==> run_1/power_grid.png <==
The bar under the picture is 20 um long. Pins as bars on the die edge. Tap cells in gray.
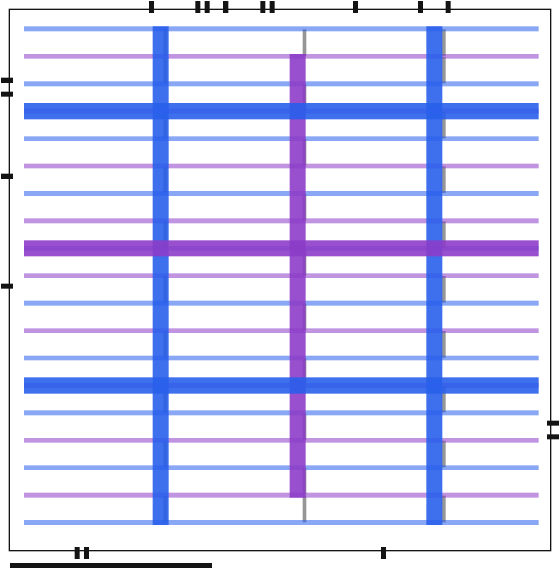
==> run_1/placement_by_type.png <==
The bar under the picture is 20 um long.
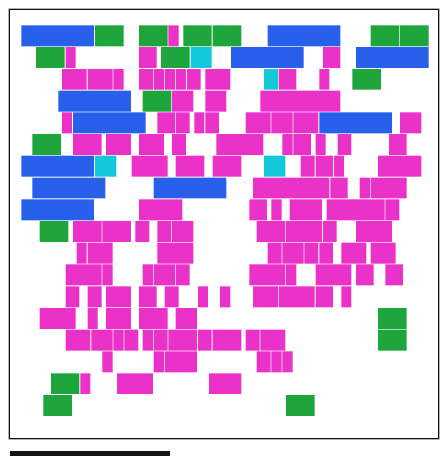
==> run_1/clk_routes.png <==
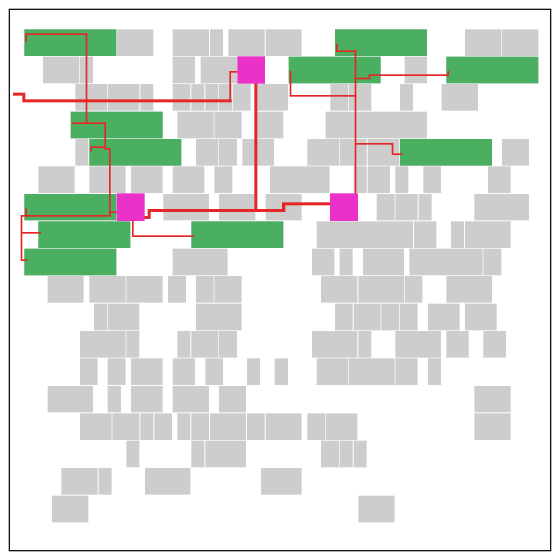
<file path="src/rtl/vend_credit_ctrl.sv">
// Vending credit/dispense sequencer: coin accumulation, dispenser req/ack hand-off, change payout.
// Optional macro VEND_TIMEOUT_EN adds an auto-refund after TIMEOUT_CYC idle cycles in COLLECT.
module vend_credit_ctrl #(
    parameter int PRICE       = 15,
    parameter int MAX_CREDIT  = 45,
    parameter int CREDIT_W    = 6,
    parameter int TIMEOUT_CYC = 100
) (
    input  logic                clk,
    input  logic                reset,
    input  logic [1:0]          coin_in,
    input  logic                cancel,
    input  logic                disp_ack,
    output logic                disp_req,
    output logic                chg_pulse,
    output logic                coin_reject,
    output logic [CREDIT_W-1:0] credit,
    output logic                busy,
    output logic [1:0]          state_dbg
);
    // Handshake: disp_req rises on entry to VEND and stays high until the edge
    // that samples disp_ack high; that edge commits the purchase and drops disp_req.
    typedef enum logic [1:0] {S_IDLE, S_COLLECT, S_VEND, S_CHANGE} state_t;

    localparam logic [CREDIT_W:0] MAX_W   = (CREDIT_W+1)'(MAX_CREDIT);
    localparam logic [CREDIT_W:0] PRICE_W = (CREDIT_W+1)'(PRICE);
    localparam logic [CREDIT_W:0] FIVE_W  = (CREDIT_W+1)'(5);

    state_t              state_q, state_d;
    logic [CREDIT_W-1:0] credit_d;
    logic                reject_d;
    logic                disp_req_d, chg_pulse_d, busy_d;
    logic                coin_valid;
    logic                tmo_hit;
    logic [CREDIT_W:0]   coin_val, sum_w, credit_w;

    assign coin_valid = (coin_in != 2'b00);
    assign credit_w   = {1'b0, credit};
    assign sum_w      = credit_w + coin_val;
    assign state_dbg  = state_q;

    always_comb begin
        coin_val = '0;
        case (coin_in)
            2'b01:   coin_val = (CREDIT_W+1)'(5);
            2'b10:   coin_val = (CREDIT_W+1)'(10);
            2'b11:   coin_val = (CREDIT_W+1)'(25);
            default: coin_val = '0;
        endcase
    end

`ifdef VEND_TIMEOUT_EN
    localparam int TMO_W = $clog2(TIMEOUT_CYC + 1);
    logic [TMO_W-1:0] tmo_cnt;

    assign tmo_hit = (state_q == S_COLLECT) && !coin_valid &&
                     (tmo_cnt == TMO_W'(TIMEOUT_CYC - 1));

    // Counter is held at zero outside COLLECT, so entering COLLECT starts from zero.
    always_ff @(posedge clk or posedge reset) begin
        if (reset)
            tmo_cnt <= '0;
        else if (state_q != S_COLLECT || state_d != S_COLLECT || coin_valid)
            tmo_cnt <= '0;
        else
            tmo_cnt <= tmo_cnt + 1'b1;
    end
`else
    assign tmo_hit = 1'b0;
`endif

    always_ff @(posedge clk or posedge reset) begin
        if (reset) begin
            state_q     <= S_IDLE;
            credit      <= '0;
            coin_reject <= 1'b0;
            disp_req    <= 1'b0;
            chg_pulse   <= 1'b0;
            busy        <= 1'b0;
        end else begin
            state_q     <= state_d;
            credit      <= credit_d;
            coin_reject <= reject_d;
            disp_req    <= disp_req_d;
            chg_pulse   <= chg_pulse_d;
            busy        <= busy_d;
        end
    end

    always_comb begin
        state_d  = state_q;
        credit_d = credit;
        reject_d = 1'b0;
        case (state_q)
            S_IDLE, S_COLLECT: begin
                // Cancel in IDLE has nothing to refund and is ignored.
                if (state_q == S_COLLECT && (cancel || tmo_hit)) begin
                    state_d  = S_CHANGE;
                    reject_d = coin_valid;
                end else if (coin_valid) begin
                    if (sum_w <= MAX_W) begin
                        credit_d = sum_w[CREDIT_W-1:0];
                        state_d  = (sum_w >= PRICE_W) ? S_VEND : S_COLLECT;
                    end else begin
                        reject_d = 1'b1;
                    end
                end
            end
            S_VEND: begin
                reject_d = coin_valid;
                if (disp_ack) begin
                    if (credit_w > PRICE_W) begin
                        credit_d = CREDIT_W'(credit_w - PRICE_W);
                        state_d  = S_CHANGE;
                    end else begin
                        credit_d = '0;
                        state_d  = S_IDLE;
                    end
                end
            end
            S_CHANGE: begin
                reject_d = coin_valid;
                if (credit_w > FIVE_W) begin
                    credit_d = CREDIT_W'(credit_w - FIVE_W);
                end else begin
                    credit_d = '0;
                    state_d  = S_IDLE;
                end
            end
            default: begin
                state_d  = S_IDLE;
                credit_d = '0;
            end
        endcase
    end

    always_comb begin
        disp_req_d  = (state_d == S_VEND);
        chg_pulse_d = (state_d == S_CHANGE);
        busy_d      = (state_d == S_VEND) || (state_d == S_CHANGE);
    end
endmodule

</file>
<file path="config.mk">
export PLATFORM = sky130hd
export DESIGN_NAME = vend_credit_ctrl
export DESIGN_NICKNAME = d
export VERILOG_FILES = /design/src/rtl/vend_credit_ctrl.sv
export SDC_FILE = /design/constraint.sdc
export NUM_CORES = 1
export LEC_CHECK = 0
export ABC_AREA = 0
export CAP_MARGIN = 40
export CORE_UTILIZATION = 45
export CTS_CLUSTER_SIZE = 8
export DETAILED_ROUTE_END_ITERATION = 6
export PLACE_DENSITY_LB_ADDON = 0.15
export SYNTH_ARGS = -nofsm -noshare
export SYNTH_HDL_FRONTEND = slang
export SYNTH_SLANG_ARGS = --single-unit
</file>
<file path="constraint.sdc">
create_clock -name clk -period 6.2 [get_ports clk]
set_input_delay 1.24 -clock clk [delete_from_list [all_inputs] [get_ports clk]]
set_output_delay 1.24 -clock clk [all_outputs]
set_load 0.005 [all_outputs]
</file>
==> impl_metrics.json, run 1 <==
{
  "grt_pass1_vias": 1044,
  "required_ns": 6.41,
  "cts_tree": "built",
  "floorplan.rows": 18,
  "wirelength_um": 3190,
  "setup-tns-final_ns": 0,
  "synthToLayoutAreaGrowth_pct": 16.7,
  "yosysCellCount": 134,
  "synthesis.area_um2": 1200,
  "insertedDiodeCount": 0,
  "peakVddDrop_mv": 0.392,
  "routabilityCongestion": 0.880,
  "status": "complete, no violations",
  "worst_pin_slew_ns": 0.646,
  "firstDrtPassIters": 4,
  "fin_skew_ns": 0.00549,
  "rsz0062_at_grt": "no",
  "clk_path_buf_depth": 2,
  "cp_num_buf_inv": 1,
  "finalCritPeriodShare_pct": 59.8,
  "fin_nets": 166,
  "swShare_pct": 50.1,
  "synthCells": 134,
  "cp_top_family": "AND-OR/OR-AND gates",
  "p_int_uw": 447,
  "vias_per_cell": 6.18,
  "fin_crit_ns": 3.71,
  "io_pins": 18,
  "pre_cts_slack_ns": 2.20,
  "cts_max_level": 1,
  "yosys_warnings": 0
}
## Picture notes: power_grid.png
- VSS: blue
- VDD: purple
- met1 rails: 19
- met4 straps: 3

## Picture notes: placement_by_type.png
- remaining buffers and delay cells: green (cells 17; share of their area 13%)
- clock drivers and dummy loads: cyan (cells 4; share of their area 2.0%)
- sequential cells: blue (cells 11; share of their area 20%)
- combinational and other logic: magenta (cells 118; share of their area 65%)

## Picture notes: clk_routes.png
- clock drivers: magenta (count 3)
- clock wires: red (length 165 um)
- flip-flops: green (count 11)
- routed clock nets: 4

-- run 1: through the flow --
stage          hold slack (ns)  power [mW]
2_1_floorplan            0.613       0.655
3_3_place_gp             0.706       0.823
3_5_place_dp             0.709       0.839
4_1_cts                  0.732       0.894
5_1_grt                  0.771       0.969
6_report                 0.730       0.895
-- run 1: worst paths after layout --
| kind | start | endpoint | slack (ns) | cells past startpoint |
|---|---|---|---|---|
| worst max-delay path | coin_in[1] | credit[0] | 2.49 | 9 |
| worst min-delay path | state_dbg[0] | coin_reject | 0.73 | 2 |
| min in group asynchronous | reset | credit[2] | 1.25 | 2 |
| max in group asynchronous | reset | disp_req | 4.63 | 2 |
| worst max register to register | credit[0] | credit[0] | 3.43 | 8 |
| worst min register to register | state_dbg[0] | coin_reject | 0.73 | 2 |
-- run 1: worst min-delay path, cell delays in order, from the launching register on --
cell and delay, ns:
dfrtp_1 0.45, nand2_1 0.15, a31oi_1 0.09
-- run 1: cell type report --
| class | count | area, um2 |
|---|---|---|
| sequential | 11 | 275 |
| tap | 30 | 37.5 |
| fill | 238 | 1100 |
| timing repair buffer | 17 | 170 |
| inverter | 11 | 41.3 |
| clock inverter | 1 | 5.00 |
| multi-input combinational | 107 | 845 |
| clock buffer | 3 | 22.5 |
-- run 1: cell usage in the layout (no fill, tap or decap), types with 2 or more instances in the layout --
cell type,instances
o22ai_1,2
nor2_1,14
o211ai_2,2
nand2b_1,2
xnor2_1,3
ha_1,8
clkbuf_4,3
nand3_1,3
mux2i_1,5
a211oi_1,3
o221ai_1,2
o21ai_0,6
a21oi_1,10
dfrtp_1,11
nand2_1,4
a221oi_1,3
inv_1,11
nor2b_1,4
nor3_1,4
clkdlybuf4s50_1,17
o211ai_1,2
-- run 1: registers in the layout (all words and copies together), names as in the netlist --
name / cells
credit: 6
busy: 1
chg_pulse: 1
coin_reject: 1
disp_req: 1
state_dbg: 1
-- run 1: kinds of logic after synthesis --
| group | after synthesis | share of synthesized area, % |
|---|---|---|
| AOI/OAI and AO/OA | 49 | 35.7 |
| xor gates and xnor gates | 4 | 2.93 |
| and+or+nand+nor | 40 | 17.8 |
| DFF | 11 | 23.0 |
| muxes | 5 | 4.18 |
| buffers and inverters | 16 | 6.38 |
| adders and majority gates | 9 | 10.0 |
-- run 1: per-layer routing --
metal,share of wire (%),up-vias,global-route usage [%]
met1,45,524,33.7
met3,5.8,8,5.65
met4,2.7,0,8.33
li1,-,538,-
met5,0,-,0
met2,46,42,39.6
-- run 1: synthesized netlist by cell type (all sizes together) (2+ instances only) --
cell type | instances | area share, %
a211oi | 4 | 2.9
nor3 | 4 | 1.7
mux2i | 5 | 4.2
nand2b | 2 | 1.0
buf | 4 | 2.6
a221oi | 4 | 3.5
nand2 | 4 | 1.3
nand3 | 3 | 1.3
nor2b | 4 | 2.1
and2 | 2 | 1.3
o22ai | 2 | 1.0
a211o | 2 | 1.6
nor2 | 14 | 4.4
xnor2 | 3 | 2.2
o211ai | 4 | 3.3
o21ai | 7 | 3.2
a21oi | 11 | 5.5
o221ai | 2 | 1.5
inv | 11 | 3.5
ha | 8 | 8.4
dfrtp | 11 | 23
==> inputs of run 2 (changes only) <==
- clock period: 6.2 -> 3.8 ns (I/O delays scaled with it)
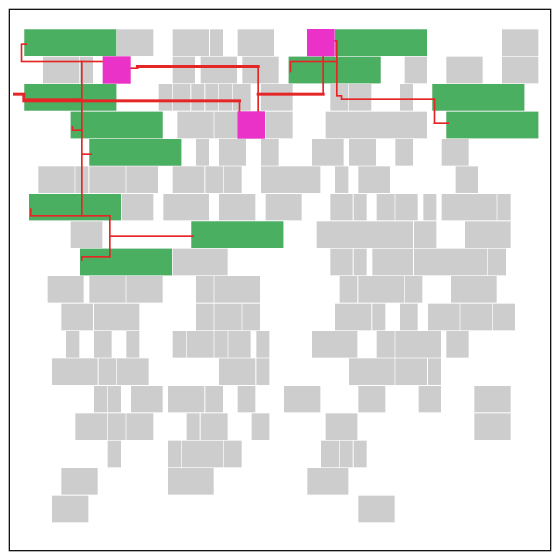
(run_2/clk_routes.png)
- clock drivers: magenta (count 3)
- clock wires: red (length 143 um)
- flip-flops: green (count 11)
- routed clock nets: 4

==> run 2 against run 1 <==
  * Global-route usage shrank 1.1 points
  * Synthesized area is the same
  * First-iteration DRC count shrank 17%
  * Utilization is the same
  * Worst hold slack gained 0.0012 ns
  * Cell area is the same
  * Clock-buffer cell count is the same
  * Clock skew grew 0.0053 ns
  * Sequential share of layout area is the same
  * Register-to-register slack lost 2.4 ns
  * Critical path depth is the same
==> impl_metrics.json, run 2 <==
{
  "status": "complete, no violations",
  "finalCritPeriodShare_pct": 85.6,
  "rsz0062_at_grt": "no",
  "p_total_mw": 1.46,
  "holdPathEnd": "coin_reject",
  "post-synth-top-area-cell": "dfrtp_1",
  "hp-start": "state_dbg[0]",
  "top_register": "credit",
  "ys_top_cells_by_count": "nor2_1 (14), dfrtp_1 (11), inv_1 (11)",
  "mostFrequentLayoutCell": "clkdlybuf4s50_1",
  "insertedDiodeCount": 0,
  "reg2reg_depth": 8,
  "rrSetupSlack_ns": 1.02,
  "yosys.area.top_type_share_pct": 23.0,
  "synth_top_cell_by_count": "nor2_1",
  "yosysCellCount": 134,
  "cts_tree": "built",
  "required_ns": 4.00,
  "firstDrtPassIters": 4,
  "yosys_warnings": 0,
  "synthesis.area_um2": 1200,
  "flop_area_um2": 275,
  "top_cells_by_area": "dfrtp_1 (23%), ha_1 (8.4%), nor2_1 (4.4%)",
  "fin_skew_ns": 0.0107,
  "lay_top_cells": "clkdlybuf4s50_1 (17), nor2_1 (14), inv_1 (11), dfrtp_1 (11), a21oi_1 (10)",
  "vias_per_cell": 6.24,
  "wirelength_um": 3110
}
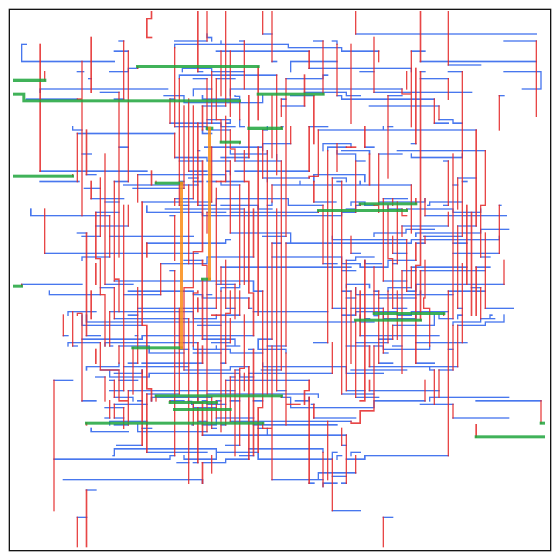
(run_2/wires.png)
- metal 1: blue (wire length 1460 um)
- metal 2: red (wire length 1490 um)
- metal 4: orange (wire length 31.3 um)
- metal 3: green (wire length 139 um)

[run 2: cells by family after synthesis]
family	Yosys count	share of synthesized area [%]
mux	5	4.18
buf+inv	16	6.38
xor+xnor	4	2.93
simple gates	40	17.8
fa+ha+maj	9	10.0
compound gates	49	35.7
flops	11	23.0
[run 2: metrics by stage]
stage	hold slack, ns	util [%]	instance area (um2)	instances	worst slack [ns]
2_1_floorplan	0.612	-	1200	134	1.11
3_3_place_gp	0.706	54.8	1370	176	0.393
4_1_cts	0.727	55.9	1400	180	0.539
3_5_place_dp	0.705	54.8	1370	176	0.261
6_report	0.731	55.9	1400	180	0.547
5_1_grt	0.764	55.9	1400	180	0.344
[run 2: critical path, cell delays in order]
cell and delay (ns):
clkdlybuf4s50_1 0.56, nor2b_1 0.26, ha_1 0.28, a211oi_2 0.32, nor2_1 0.13, o311ai_4 0.40
a21oi_4 0.12, o21ai_2 0.36, mux2i_1 0.25
[run 2: layer usage]
| metal | global-route usage, % | wire length (um) | up-vias |
|---|---|---|---|
| li1 | - | - | 537 |
| met1 | 33.2 | 1460 | 549 |
| met2 | 37.9 | 1490 | 34 |
| met3 | 5.65 | 138 | 4 |
| met4 | 4.82 | 31 | 0 |
| met5 | 0 | 0 | - |
[run 2: power by group]
part | switching, mW | internal, mW | leakage [nW]
Sequential | 0.138 | 0.179 | 0.132
Clock | 0.0410 | 0.0390 | 0.0177
Combinational | 0.547 | 0.510 | 0.419
Total | 0.727 | 0.729 | 0.568
[run 2: worst max path at each step]
stage / from / endpoint / slack, ns / cells past startpoint
after floorplan: coin_in[1] / credit[0] / 1.11 / 8
after global placement: coin_in[1] / credit[4] / 0.39 / 9
after detailed placement: coin_in[1] / credit[0] / 0.26 / 9
after CTS: coin_in[1] / credit[0] / 0.54 / 9
after global routing: coin_in[0] / credit[0] / 0.34 / 9
final: coin_in[1] / credit[0] / 0.55 / 9
[run 2: area by class of cell]
type,count,area share (%)
sequential,11,19.7
timing repair buffer,17,12.2
clock inverter,1,0.358
inverter,11,2.96
clock buffer,3,1.61
multi-input combinational,107,60.5
tap,30,2.69
No activity file was given, so power comes from the tool's default toggle rates.
